Design switch_debounce_multi, sky130hd; sources not shown.
**Pin placement**

Scale: 1.5 px per um. Pins as bars across the die edge, other pins in grey.
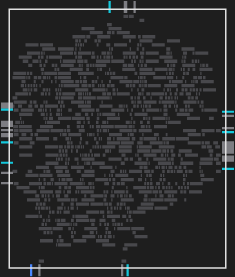
[cyan] `out_state` | pins: 8 | direction: output | edge: 3 east, 3 west, 1 south, 1 north
[blue] `iclk` | pins: 1 | direction: input | edge: south
chip height: 172 um
Die X: 143 um

**Clock network drawn from the DEF**

Scale: 3 px per um.
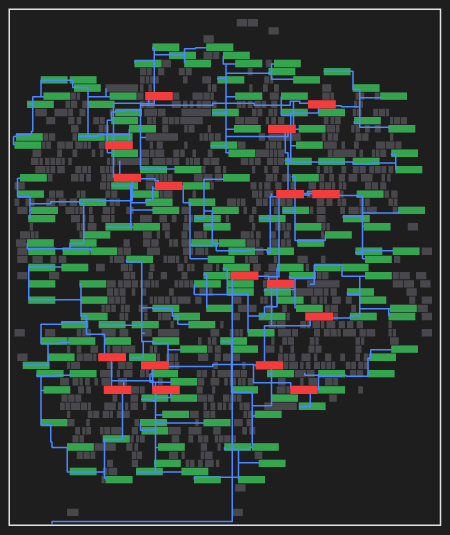
[red] cells driving clock nets | count: 17
[blue] clock wires | length: 2190 um
[green] flip-flops | count: 169
flops lie: spread over the die
routed clock nets: 18
clock network power: 3.16 mW
Clock power frac: 49.1%
Worst Skew: 0.0108 ns
worst skew pair latency: 0.43 ns

**The clock network**

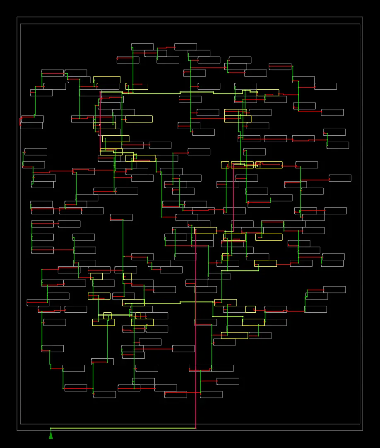
flip-flop and latch count: 169
clock sink count: 169
CTS buffer count: 17

==> results.sh <==
# source this file to load flow results
export IMPL_outcome="complete, no violations"
export IMPL_via_per_inst=5.23
export IMPL_synth_top_cell_by_count="dfrtp_1"
export IMPL_dp_hpwl_mm=13.2
export IMPL_switching_share_pct=22.1
export IMPL_hold_ws_ns=0.0123
export IMPL_antenna_found_initial=0
export IMPL_fmax_mhz=459
export IMPL_common_cells="dfrtp_1, nand2_1, nor2_1"
export IMPL_cp_top_family="simple AND/OR/NAND/NOR gates"
export IMPL_vias=6537
export IMPL_slew_headroom_pct=41.9
export IMPL_nets=942
export IMPL_core_area_um2=23400
export IMPL_ys_cells=885
export IMPL_fp_util_pct=35.9
export IMPL_wl_per_cell_um=14.7
export IMPL_fin_crit_sh_pct=90.7
export IMPL_ys_types=56
export IMPL_clkTransAtPathRegs_ns=0.06
export IMPL_path_buffers=1
export IMPL_drive_gt1_share_pct=9.08
export IMPL_rsz0062_at_grt="no"
export IMPL_gp_congestion=0.847
export IMPL_drt_total_wl_mm=18.4
export IMPL_hold_violations=0
export IMPL_ys_warn_count=0
export IMPL_p_total_mw=6.42
export IMPL_post_route_worst_setup_slack_ns=0.223
export IMPL_cts_tree="done"
export IMPL_final_common_cell="dfrtp_1"
export IMPL_clock_path_buffers=2
export IMPL_drc=0
export IMPL_yosys_area_um2=8380
export IMPL_hold_path_class="in2async"
export IMPL_dp_cells=1219
export IMPL_fin_area_um2=9800
export IMPL_fin_setup_tns_ns=0
export IMPL_syn_inst=885
export IMPL_grt_overflow_total=0
export IMPL_synth_area_um2=8380
export IMPL_netlist_area_leader_share_pct=50.5
export IMPL_cts_root_buffer_cell="clkbuf_16"
export IMPL_finalSetupViolations=0
export IMPL_seq_power_mw=2.93
export IMPL_max_stage_delay_ns=0.43
export IMPL_final_cells=1251
export IMPL_worstRegToRegCells=7
export IMPL_edf_count=0
export IMPL_post_cts_buffers=0
export IMPL_port_buffers=35
export IMPL_ir_drop_uv=508
export IMPL_synth_seq_share_pct=50.5
export IMPL_async_flop_share_pct=100
export IMPL_postRouteAntennaNets=0
export IMPL_r2r_setup_slack_ns=0.22
export IMPL_slew_violations=0
export IMPL_final_cell_mix="dfrtp_1, nand2_1, nor2_1, nand3_1, a21oi_1"
export IMPL_syn_avg_cell_area_um2=9.47
export IMPL_required_ns=2.69
export IMPL_crit_cells=7
export IMPL_p_int_mw=5.00
export IMPL_grtUsageTotal_pct=16.4
export IMPL_cp_end_kind="flip-flop"
export IMPL_ys_flop_type="dfrtp_1"
export IMPL_fin_util_pct=42.0
export IMPL_first_pass_iters=5
export IMPL_p_seq_share_pct=45.6
export IMPL_arrival_ns=2.47
export IMPL_worstSetupPathType="reg2reg"
[cell type report]
type | count | area, um2
tap | 315 | 394
clock buffer | 18 | 439
clock inverter | 14 | 244
sequential | 169 | 4230
timing repair buffer | 64 | 606
inverter | 28 | 105
multi-input combinational | 643 | 3780
fill | 2318 | 13600
[cell families (layout without fill, tap and decap cells)]
logic type / Yosys count / in the layout / synth area share [%]
buf+inv: 73 / 124 / 4.60
flops: 169 / 169 / 50.5
mux: 6 / 6 / 0.776
compound gates: 192 / 192 / 14.4
simple gates: 391 / 391 / 23.8
xor+xnor: 46 / 46 / 4.81
fa+ha+maj: 8 / 8 / 1.19
[layer usage]
layer	vias up	share of wire, %	track usage, %
li1	3255	-	-
met1	3177	49	21.7
met2	92	48	27.0
met3	13	2.5	2.98
met4	0	1.0	5.18
met5	-	0	0
Power and IR drop assume default switching activity.
